==> config.mk <==
export PLATFORM = sky130hd
export DESIGN_NAME = mult_pipe_hs
export DESIGN_NICKNAME = d
export VERILOG_FILES = /design/src/rtl/mult_pipe_hs.sv
export SDC_FILE = /design/constraint.sdc
export NUM_CORES = 2
export LEC_CHECK = 0
export ABC_CLOCK_PERIOD_IN_PS = 1670
export CORE_UTILIZATION = 35
export CTS_CLUSTER_DIAMETER = 50
export DETAILED_ROUTE_END_ITERATION = 10
export PLACE_DENSITY = 0.6
export SETUP_SLACK_MARGIN = 0.5
export SLEW_MARGIN = 20
export SYNTH_ARGS = -nofsm -noshare
export SYNTH_HDL_FRONTEND = slang
export SYNTH_SLANG_ARGS = --single-unit
==> constraint.sdc <==
create_clock -name clk -period 1.67 [get_ports clk]
set_clock_uncertainty 0.15 [all_clocks]
set_input_delay 0.2505 -clock clk [delete_from_list [all_inputs] [get_ports clk]]
set_output_delay 0.2505 -clock clk [all_outputs]
set_load 0.005 [all_outputs]
==> src/rtl/mult_pipe_hs.sv <==
// Pipelined signed/unsigned multiplier with valid/ready handshake and a whole-pipeline stall.
// Optional output accumulator stage is enabled with `define MULT_PIPE_ACC_EN.
module mult_pipe_hs #(
  parameter int unsigned WA  = 20,
  parameter int unsigned WB  = 20,
  parameter int unsigned LAT = 3,
  parameter int unsigned AG  = 8,
  localparam int unsigned PW = WA + WB + AG
) (
  input  logic          clk,
  input  logic          rst_n,
  input  logic          in_valid,
  output logic          in_ready,
  input  logic          in_tc,
  input  logic [WA-1:0] in_a,
  input  logic [WB-1:0] in_b,
`ifdef MULT_PIPE_ACC_EN
  input  logic          in_acc,
  input  logic          in_clr,
`endif
  output logic          out_valid,
  input  logic          out_ready,
  output logic [PW-1:0] out_p
);

  localparam int unsigned PL = WA + WB;

  logic          advance;
  logic          accept;
  logic [PL-1:0] ea;
  logic [PL-1:0] eb;
  logic [PL-1:0] pl;
  logic [PW-1:0] prod;

  logic [LAT-1:0] sv;
  logic [PW-1:0]  sd [LAT];

  assign advance  = !out_valid | out_ready;
  assign in_ready = advance;
  assign accept   = in_valid & advance;

  // Low PL bits of the (WA+1)x(WB+1) product are exact, so a PL-wide multiply suffices.
  always_comb begin
    if (in_tc) begin
      ea = PL'($signed(in_a));
      eb = PL'($signed(in_b));
    end else begin
      ea = PL'(in_a);
      eb = PL'(in_b);
    end
    pl = ea * eb;
    if (in_tc) prod = PW'($signed(pl));
    else       prod = PW'(pl);
  end

  // Stage 1 registers the product; later stages are retiming registers. Bubbles carry zero data.
  always_ff @(posedge clk or negedge rst_n) begin
    if (!rst_n) begin
      sv <= '0;
      for (int unsigned i = 0; i < LAT; i++) sd[i] <= '0;
    end else if (advance) begin
      sv[0] <= accept;
      sd[0] <= accept ? prod : '0;
      for (int unsigned i = 1; i < LAT; i++) begin
        sv[i] <= sv[i-1];
        sd[i] <= sv[i-1] ? sd[i-1] : '0;
      end
    end
  end

`ifdef MULT_PIPE_ACC_EN
  logic [LAT-1:0] sa;
  logic [LAT-1:0] sc;
  logic [PW-1:0]  acc;
  logic [PW-1:0]  acc_nxt;
  logic           ov;
  logic [PW-1:0]  op;

  // Accumulate/clear flags travel alongside their operands.
  always_ff @(posedge clk or negedge rst_n) begin
    if (!rst_n) begin
      sa <= '0;
      sc <= '0;
    end else if (advance) begin
      sa[0] <= accept & in_acc;
      sc[0] <= accept & in_clr;
      for (int unsigned i = 1; i < LAT; i++) begin
        sa[i] <= sa[i-1];
        sc[i] <= sc[i-1];
      end
    end
  end

  always_comb begin
    acc_nxt = acc;
    if (sc[LAT-1])      acc_nxt = sd[LAT-1];
    else if (sa[LAT-1]) acc_nxt = acc + sd[LAT-1];
  end

  // Output accumulate stage; acc only moves when a valid result leaves stage LAT.
  always_ff @(posedge clk or negedge rst_n) begin
    if (!rst_n) begin
      acc <= '0;
      ov  <= 1'b0;
      op  <= '0;
    end else if (advance) begin
      ov <= sv[LAT-1];
      if (sv[LAT-1]) begin
        acc <= acc_nxt;
        op  <= (sa[LAT-1] | sc[LAT-1]) ? acc_nxt : sd[LAT-1];
      end else begin
        op  <= '0;
      end
    end
  end

  assign out_valid = ov;
  assign out_p     = op;
`else
  assign out_valid = sv[LAT-1];
  assign out_p     = sd[LAT-1];
`endif

endmodule

==> images/gate_families.png <==
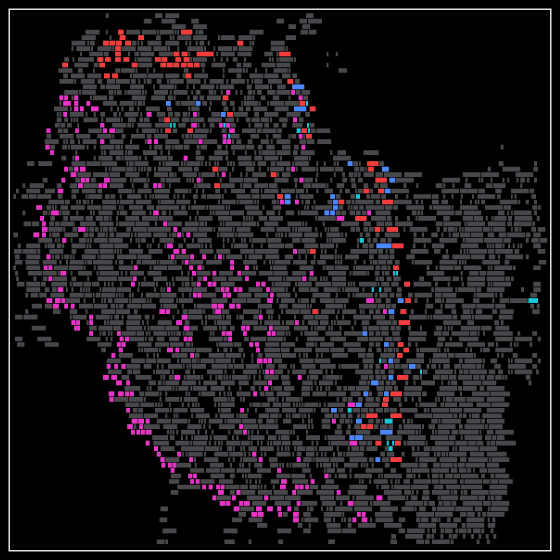
| family | color | cells | most used |
|---|---|---|---|
| AND and OR gates | magenta | 267 | and2_1 |
| NOR gates | cyan | 22 | nor2_1 |
| XOR/XNOR gates | red | 81 | xnor2_1 |
| AND-OR and OR-AND gates | blue | 34 | a21o_1 |

==> images/met2.png <==
Bar = 100 um.
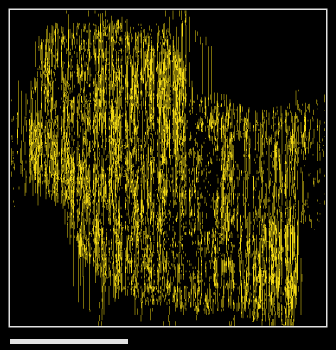
wire length on this layer: 34.3 mm
share of all routed wire: 49%
longest straight run: 68.5 um
main direction: vertical

==> images/final_congestion.png <==
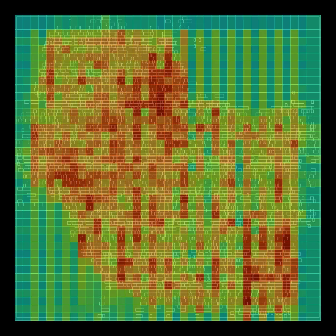
GRT Max-Usage Layer: met2
wire length per cell: 17.1 um
final design utilization: 49.4%
met3 Use GR: 1.60%
total track usage: 20.2%

==> flow_metrics.py <==
# Physical implementation metrics
metrics = {
    "timing": {
        "max_freq_ghz": 0.152,
        "finalSetupViolations": 39,
        "tightest_slew_ps": 448,
        "period_used_pct": 394,
        "max_slew_margin_pct": 70.1,
        "rsz0062_at_grt": "yes",
        "finalWorstSetupSlack_ps": -4920,
        "slew_violations": 0,
        "hold_violations": 0,
    },
    "detailed_routing": {
        "routed_wl_um": 70200,
        "via_count": 18700,
        "drcViolationCount": 0,
        "postRouteAntennaNets": 0,
        "viasPerCell": 4.56,
        "first_pass_iters": 7,
    },
    "place": {
        "pre_cts_ws_ps": -5910,
        "gp_congestion": 0.909,
        "hpwl_um": 53400,
        "io_buffers": 94,
    },
    "cts": {
        "cts_buffer_depth": 2,
        "tritoncts": "built",
        "numCtsBuffers": 17,
        "clkSlewWorstSetupHoldPaths_ps": 50,
        "clk_latency_ps": 420,
        "cts.sinks": 126,
        "cts_root_buf": "clkbuf_16",
    },
    "final_layout": {
        "nNetsFinal": 3907,
        "area_delta_synth_final_pct": 39.7,
        "antenna_cells": 0,
        "layout-drive-gt1-share_pct": 37.1,
        "register_area_um2": 3160,
        "fill_cells": 6409,
    },
    "die": {
        "ios": 95,
        "initCoreUtil_pct": 35.4,
        "dieArea_um2": 71800,
        "rows": 97,
        "coreArea_um2": 70000,
        "die_w_um": 268,
        "die_h_um": 268,
    },
    "logic_synthesis": {
        "synthTopCellsByCount": "inv_1 (665), fa_1 (532), nand2_1 (424)",
        "synthesis.area_um2": 24800,
        "async_flop_share_pct": 100,
        "synth_area_leader_cell": "fa_1",
        "syn_inst": 2700,
        "yosys-stat-area_um2": 24800,
        "ys_warn_count": 0,
        "synth.yosys.seq_area_share_pct": 12.7,
        "top_cell": "inv_1",
        "ys_cells": 2700,
        "ys_dominant_reg_cell": "dfrtp_1",
        "ys_ff": 126,
        "edf_count": 0,
    },
    "setup_path": {
        "path_depth": 26,
        "critical_path.startpoint_type": "primary input",
        "critPathSlowestCell": "fa_1",
        "cp_max_fo": 7,
        "cpMostUsedCell": "fa_1",
        "cp_top_family": "adder cells",
        "max_stage_delay_ps": 570,
        "crit_required_ps": 1820,
        "cp.arrival_ps": 6740,
        "reg2reg_depth": 9,
        "path_buffers": 9,
    },
    "global_route": {
        "antenna_found_initial": 0,
        "grt-ovfl-total": 0,
        "grt_pass1_vias": 20600,
        "grt_first_pass_wirelength_um": 113000,
    },
    "job": {
        "tool_warnings": 30,
    },
    "outcome": {
        "violations": "negative setup slack",
        "status": "complete, but fails checks",
    },
    "min_path": {
        "hold_path.class": "primary input to async pin",
    },
}
==> images/registers.png <==
Bar = 100 um.
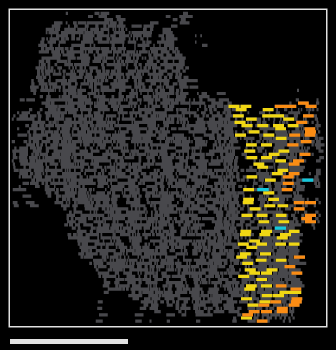
| name in the netlist | color | sequential cells |
|---|---|---|
| `sd` | yellow | 82 |
| `sv` | cyan | 3 |
| `out_p` | orange | 41 |

==> images/met3.png <==
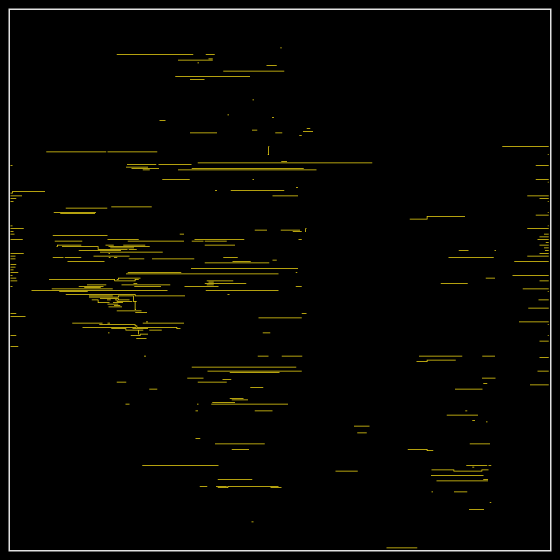
nets with wire on the layer: 197
main direction: horizontal

through the flow:
step                      hold slack, ps  TNS [ps]  utilization, %  std cells  cell area [um^2]
after CTS                           72.5   -149220            48.0       4085             33600
after floorplan                     -195   -145090               -       2700             26500
after global placement             -26.1   -187240            42.7       3885             29900
after global routing                97.4   -156510            49.4       4113             34600
final                               80.5   -149750            49.4       4113             34600
after detailed placement           -27.0   -188970            42.7       3885             29900
flip-flops by register name, summed over array words and instances (netlist names):
| signal | count |
|---|---|
| sd | 82 |
| out_p | 41 |
| sv | 3 |
cell families (layout without fill, tap and decap cells):
| family | after synthesis | count (layout) | synth area share [%] |
|---|---|---|---|
| buffers and inverters | 847 | 1318 | 13.6 |
| adders and majority gates | 702 | 702 | 51.6 |
| and+or+nand+nor | 815 | 817 | 15.6 |
| xor gates and xnor gates | 81 | 81 | 2.92 |
| DFF | 126 | 126 | 12.7 |
| AOI/OAI and AO/OA | 129 | 129 | 3.58 |
cell usage in the layout, fill, tap and decap left out, types with 7 or more instances in the layout:
master and count:
a21o_1 14, a21oi_1 10, a21oi_2 16, a31oi_4 7
and2_1 186, and2_4 55, and3_1 13, and3_4 8
buf_12 62, buf_16 21, buf_2 56, buf_4 330
buf_6 112, buf_8 23, clkbuf_16 22, dfrtp_1 122
fa_1 467, fa_2 65, ha_1 111, ha_2 9
ha_4 47, inv_1 584, inv_2 77, nand2_1 335
nand2_2 54, nand2_4 33, nand3_2 76, nand3_4 14
nor2_1 15, o21ai_1 31, xnor2_1 43, xnor2_2 11
xor2_1 23
what timing repair did:
action / in CTS / in global routing
hold buffers: 1 / 0
pin swaps: 279 / 218
cloned: 29 / 8
setup endpoints to repair: 176 / 176
hold endpoints to repair: 126 / 0
setup buffers: 141 / 20
gates resized: 793 / 194
worst paths after layout:
check	start	end	slack (ps)
max in group asynchronous	rst_n	out_p[46]	620
hold / removal	rst_n	sd[50]	80
min in group clk	in_tc	sd[142]	270
hold reg to reg	out_p[0]	out_p[0]	320
setup reg to reg	sv[2]	sd[65]	60
setup / recovery	in_a[16]	sd[134]	-4920
layer usage:
metal,GRT usage [%],vias up,share of wire [%],wire [um]
li1,-,8728,-,-
met1,27.9,9540,45,31900
met2,34.9,411,49,34300
met3,1.60,66,4.1,2910
met4,3.85,0,1.6,1150
met5,0,-,0,0
final cells by class:
cell class / instances / share of cell area, %
multi-input combinational: 1729 / 59.7
clock buffer: 21 / 1.36
clock inverter: 8 / 0.195
timing repair buffer: 624 / 19.0
tap: 940 / 3.40
inverter: 665 / 7.25
sequential: 126 / 9.13
